===== src/rtl/conv_ch_scheduler_pkg.sv =====
// Shared types and constants for the conv3x3 channel scheduler:
// FSM encoding, output FIFO depth and the channel-index width helper.
package conv_ch_scheduler_pkg;

  typedef enum logic {
    ST_IDLE = 1'b0,
    ST_RUN  = 1'b1
  } state_e;

  localparam int FIFO_DEPTH = 2;

  // Channel index width; never narrower than one bit.
  function automatic int ch_width(input int n);
    return (n <= 2) ? 1 : $clog2(n);
  endfunction

endpackage


===== src/rtl/conv_ch_scheduler_conv3x3.sv =====
// Single-cycle-latency 3x3 convolution engine: signed WI x WI products,
// sign-extended sum plus bias, ACCW-bit wrapping result. Synchronous reset.
module conv_ch_scheduler_conv3x3 #(
  parameter int WI   = 8,
  parameter int BW   = 32,
  parameter int ACCW = 32
) (
  input  logic              iClk,
  input  logic              iRsn,
  input  logic              iInValid,
  input  logic [3*WI-1:0]   iWinRow1,
  input  logic [3*WI-1:0]   iWinRow2,
  input  logic [3*WI-1:0]   iWinRow3,
  input  logic [9*WI-1:0]   conv_weight,
  input  logic [BW-1:0]     conv_bias,
  output logic              oOutValid,
  output logic [ACCW-1:0]   oOutData
);

  logic [3*WI-1:0]        rows [3];
  logic signed [BW-1:0]   bias_s;
  logic signed [WI-1:0]   px;
  logic signed [WI-1:0]   wt;
  logic signed [2*WI-1:0] prod;
  logic signed [ACCW-1:0] sum;

  logic                   valid_q, valid_d;
  logic [ACCW-1:0]        data_q, data_d;

  assign rows   = '{iWinRow1, iWinRow2, iWinRow3};
  assign bias_s = conv_bias;

  // Pixel (r,c) sits at column c counted from the row MSBs; weight (r,c)
  // sits at index r*3+c counted from the LSBs.
  always_comb begin
    px   = '0;
    wt   = '0;
    prod = '0;
    sum  = ACCW'(bias_s);
    for (int r = 0; r < 3; r++) begin
      for (int c = 0; c < 3; c++) begin
        px   = rows[r][(2-c)*WI +: WI];
        wt   = conv_weight[(r*3+c)*WI +: WI];
        prod = px * wt;
        sum  = sum + ACCW'(prod);
      end
    end
  end

  always_comb begin
    valid_d = iInValid;
    data_d  = data_q;
    if (iInValid) begin
      data_d = sum;
    end
  end

  always_ff @(posedge iClk) begin
    if (!iRsn) begin
      valid_q <= 1'b0;
      data_q  <= '0;
    end else begin
      valid_q <= valid_d;
      data_q  <= data_d;
    end
  end

  assign oOutValid = valid_q;
  assign oOutData  = data_q;

endmodule


===== src/rtl/conv_ch_scheduler.sv =====
// Holds one 3x3 window and replays it through a shared conv3x3 engine once per
// output channel, returning channel-tagged results via a credit-gated 2-entry FIFO.
module conv_ch_scheduler
  import conv_ch_scheduler_pkg::*;
#(
  parameter int WI   = 8,
  parameter int BW   = 32,
  parameter int ACCW = 32,
  parameter int NCH  = 4,
  localparam int CHW = ch_width(NCH)
) (
  input  logic              iClk,
  input  logic              iRsn,
  input  logic              iWinValid,
  output logic              oWinReady,
  input  logic [3*WI-1:0]   iWinRow1,
  input  logic [3*WI-1:0]   iWinRow2,
  input  logic [3*WI-1:0]   iWinRow3,
  input  logic              iCfgWe,
  input  logic [CHW-1:0]    iCfgCh,
  input  logic [9*WI-1:0]   iCfgWeight,
  input  logic [BW-1:0]     iCfgBias,
  output logic              oCfgErr,
  output logic              oOutValid,
  input  logic              iOutReady,
  output logic [ACCW-1:0]   oOutData,
  output logic [CHW-1:0]    oOutCh,
  output logic              oOutLast,
  output logic              oBusy
);

  // Window handshake: a window transfers on a clock edge where iWinValid and
  // oWinReady are both high; result handshake likewise with oOutValid/iOutReady.

  state_e            state_q, state_d;
  logic [CHW-1:0]    ch_q, ch_d;
  logic [3*WI-1:0]   row1_q, row1_d, row2_q, row2_d, row3_q, row3_d;
  logic [9*WI-1:0]   wgt_q [NCH];
  logic [9*WI-1:0]   wgt_d [NCH];
  logic [BW-1:0]     bias_q [NCH];
  logic [BW-1:0]     bias_d [NCH];
  logic              inflight_q, inflight_d;
  logic [CHW-1:0]    tag_ch_q, tag_ch_d;
  logic              tag_last_q, tag_last_d;
  logic [ACCW-1:0]   fdata_q [FIFO_DEPTH];
  logic [ACCW-1:0]   fdata_d [FIFO_DEPTH];
  logic [CHW-1:0]    fch_q [FIFO_DEPTH];
  logic [CHW-1:0]    fch_d [FIFO_DEPTH];
  logic              flast_q [FIFO_DEPTH];
  logic              flast_d [FIFO_DEPTH];
  logic [1:0]        count_q, count_d;
  logic              rd_ptr_q, rd_ptr_d, wr_ptr_q, wr_ptr_d;
  logic              cfg_err_q, cfg_err_d;

  logic              win_acc, pop, push, issue, issue_ok, is_last, cfg_apply;
  logic [2:0]        credit;
  logic              eng_valid;
  logic [ACCW-1:0]   eng_data;

  assign oWinReady = (state_q == ST_IDLE);
  assign win_acc   = iWinValid && oWinReady;
  assign oOutValid = (count_q != 2'd0);
  assign pop       = oOutValid && iOutReady;
  assign push      = eng_valid;
  assign cfg_apply = iCfgWe && (state_q == ST_IDLE);
  assign is_last   = (ch_q == CHW'(NCH-1));

  // Slots already spoken for: queued results plus the one inside the engine,
  // less the one leaving this cycle. Issue only if one slot stays free.
  assign credit    = {1'b0, count_q} + {2'b0, inflight_q} - {2'b0, pop};
  assign issue_ok  = (credit < 3'(FIFO_DEPTH));
  assign issue     = (state_q == ST_RUN) && issue_ok;

  always_comb begin
    state_d    = state_q;
    ch_d       = ch_q;
    row1_d     = row1_q;
    row2_d     = row2_q;
    row3_d     = row3_q;
    tag_ch_d   = tag_ch_q;
    tag_last_d = tag_last_q;
    inflight_d = issue;
    cfg_err_d  = iCfgWe && (state_q != ST_IDLE);
    case (state_q)
      ST_IDLE: begin
        if (win_acc) begin
          row1_d  = iWinRow1;
          row2_d  = iWinRow2;
          row3_d  = iWinRow3;
          ch_d    = '0;
          state_d = ST_RUN;
        end
      end
      ST_RUN: begin
        if (issue) begin
          tag_ch_d   = ch_q;
          tag_last_d = is_last;
          if (is_last) begin
            ch_d    = '0;
            state_d = ST_IDLE;
          end else begin
            ch_d = ch_q + 1'b1;
          end
        end
      end
      default: state_d = ST_IDLE;
    endcase
  end

  always_comb begin
    wgt_d  = wgt_q;
    bias_d = bias_q;
    for (int k = 0; k < NCH; k++) begin
      if (cfg_apply && (iCfgCh == CHW'(k))) begin
        wgt_d[k]  = iCfgWeight;
        bias_d[k] = iCfgBias;
      end
    end
  end

  always_comb begin
    fdata_d  = fdata_q;
    fch_d    = fch_q;
    flast_d  = flast_q;
    wr_ptr_d = wr_ptr_q;
    rd_ptr_d = rd_ptr_q;
    if (push) begin
      fdata_d[wr_ptr_q] = eng_data;
      fch_d[wr_ptr_q]   = tag_ch_q;
      flast_d[wr_ptr_q] = tag_last_q;
      wr_ptr_d          = wr_ptr_q + 1'b1;
    end
    if (pop) begin
      rd_ptr_d = rd_ptr_q + 1'b1;
    end
    count_d = count_q + {1'b0, push} - {1'b0, pop};
  end

  always_ff @(posedge iClk or negedge iRsn) begin
    if (!iRsn) begin
      state_q    <= ST_IDLE;
      ch_q       <= '0;
      row1_q     <= '0;
      row2_q     <= '0;
      row3_q     <= '0;
      inflight_q <= 1'b0;
      tag_ch_q   <= '0;
      tag_last_q <= 1'b0;
      count_q    <= '0;
      rd_ptr_q   <= 1'b0;
      wr_ptr_q   <= 1'b0;
      cfg_err_q  <= 1'b0;
      for (int k = 0; k < NCH; k++) begin
        wgt_q[k]  <= '0;
        bias_q[k] <= '0;
      end
      for (int k = 0; k < FIFO_DEPTH; k++) begin
        fdata_q[k] <= '0;
        fch_q[k]   <= '0;
        flast_q[k] <= 1'b0;
      end
    end else begin
      state_q    <= state_d;
      ch_q       <= ch_d;
      row1_q     <= row1_d;
      row2_q     <= row2_d;
      row3_q     <= row3_d;
      inflight_q <= inflight_d;
      tag_ch_q   <= tag_ch_d;
      tag_last_q <= tag_last_d;
      count_q    <= count_d;
      rd_ptr_q   <= rd_ptr_d;
      wr_ptr_q   <= wr_ptr_d;
      cfg_err_q  <= cfg_err_d;
      wgt_q      <= wgt_d;
      bias_q     <= bias_d;
      fdata_q    <= fdata_d;
      fch_q      <= fch_d;
      flast_q    <= flast_d;
    end
  end

  conv_ch_scheduler_conv3x3 #(
    .WI   (WI),
    .BW   (BW),
    .ACCW (ACCW)
  ) u_engine (
    .iClk        (iClk),
    .iRsn        (iRsn),
    .iInValid    (issue),
    .iWinRow1    (row1_q),
    .iWinRow2    (row2_q),
    .iWinRow3    (row3_q),
    .conv_weight (wgt_q[ch_q]),
    .conv_bias   (bias_q[ch_q]),
    .oOutValid   (eng_valid),
    .oOutData    (eng_data)
  );

  assign oOutData = fdata_q[rd_ptr_q];
  assign oOutCh   = fch_q[rd_ptr_q];
  assign oOutLast = flast_q[rd_ptr_q];
  assign oCfgErr  = cfg_err_q;
  assign oBusy    = (state_q != ST_IDLE) || oOutValid || inflight_q;

endmodule


===== config.mk =====
export PLATFORM = sky130hd
export DESIGN_NAME = conv_ch_scheduler
export DESIGN_NICKNAME = d
export VERILOG_FILES = /design/src/rtl/conv_ch_scheduler_pkg.sv /design/src/rtl/conv_ch_scheduler_conv3x3.sv /design/src/rtl/conv_ch_scheduler.sv
export SDC_FILE = /design/constraint.sdc
export NUM_CORES = 2
export LEC_CHECK = 0
export ABC_AREA = 1
export CORE_ASPECT_RATIO = 0.9
export CORE_MARGIN = 3
export CORE_UTILIZATION = 35
export DETAILED_ROUTE_END_ITERATION = 6
export DONT_BUFFER_PORTS = 1
export PLACE_DENSITY = 0.51
export RECOVER_POWER = 50
export SYNTH_ARGS = -nofsm -noshare
export SYNTH_HDL_FRONTEND = slang
export SYNTH_SLANG_ARGS = --single-unit

===== constraint.sdc =====
create_clock -name iClk -period 9.98 [get_ports iClk]
set_input_delay 1.996 -clock iClk [delete_from_list [all_inputs] [get_ports iClk]]
set_output_delay 1.996 -clock iClk [all_outputs]
set_load 0.005 [all_outputs]

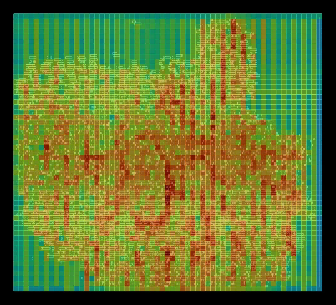
*Routing congestion map*
final core utilization: 0.386
met3 usage in global routing: 0.0339

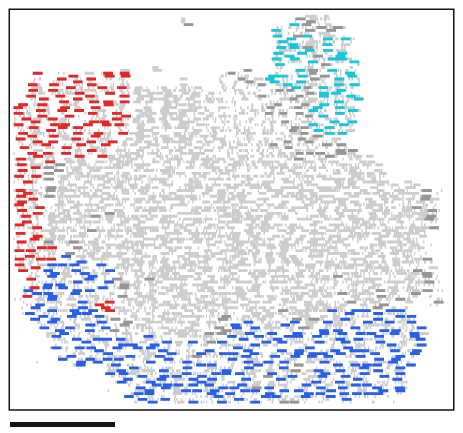
*Sequential cells grouped by signal name*
Scale bar: 100 µm.
colour	netlist name	sequential cells
blue	wgt_q	288
red	bias_q	128
cyan	fdata_q	64
not coloured	123
Seq area share: 0.252
register area: 14900 µm²

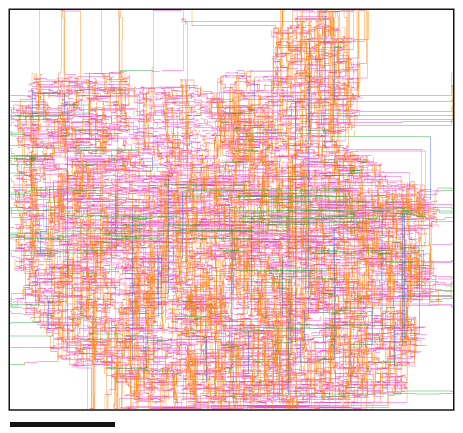
*Wiring by layer*
Scale bar: 100 µm.
colour	layer	wire length
orange	metal 2	75.0 mm
blue	metal 4	3200 µm
magenta	metal 1	78.8 mm
green	metal 3	7950 µm

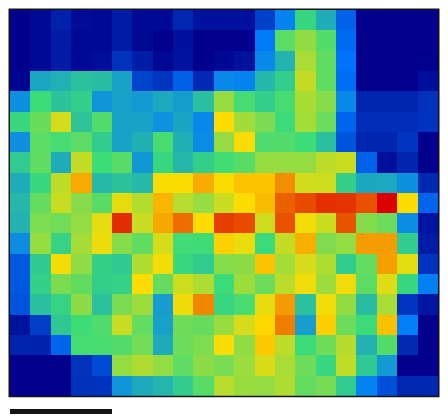
*Wiring heat map*
Scale bar: 100 µm. 21 x 19 tiles, from dark blue (low) to red (high), scaled to the fullest tile. Values are wire area over tile area, all layers added.
fullest tile	0.38
mean over tiles	0.16
nearly empty tiles	12%

==> reports/results.tsv <==
stage	metric	value	unit
clocking	CTS Buf Count	73	
cells_and_area	most frequent logic cell in the layout	inv_1	
clocking	Root Driver	clkbuf_16	
yosys	Yosys Instances	6166	
cells_and_area	synthesis-to-layout area growth	8.92	%
cells_and_area	Non-Filler Instances	8244	
yosys	Ys Warns	0	
detailed_routing	drt initial violations	2916	
yosys	Post-Synthesis Cells	6166	
grt	met2 usage	0.331	
sta	RSZ-0062 raised after global routing	false	
floorplanning	tap cells	2070	
clocking	clk sinks	603	
min_path	Hold EP	bias_q[99]	
cells_and_area	largest class	combinational gates	
cells_and_area	logic share of the area	0.563	
run	max-cap violations	4	
cells_and_area	inverter count	1371	
run_status	failing checks	max-capacitance violations, max-slew violations	
clocking	worst skew pair latency	0.68	ns
sta	Final Max Slew Viols	417	
floorplanning	# rows	136	
run_status	status	finished with violations	
clocking	maximum buffer depth of the clock tree	3	
sta	Final Skew	0.0309	ns
yosys	Main synth FF type	dfrtp_1	
cells_and_area	num sequential	603	
grt	gr ovfl total	0	
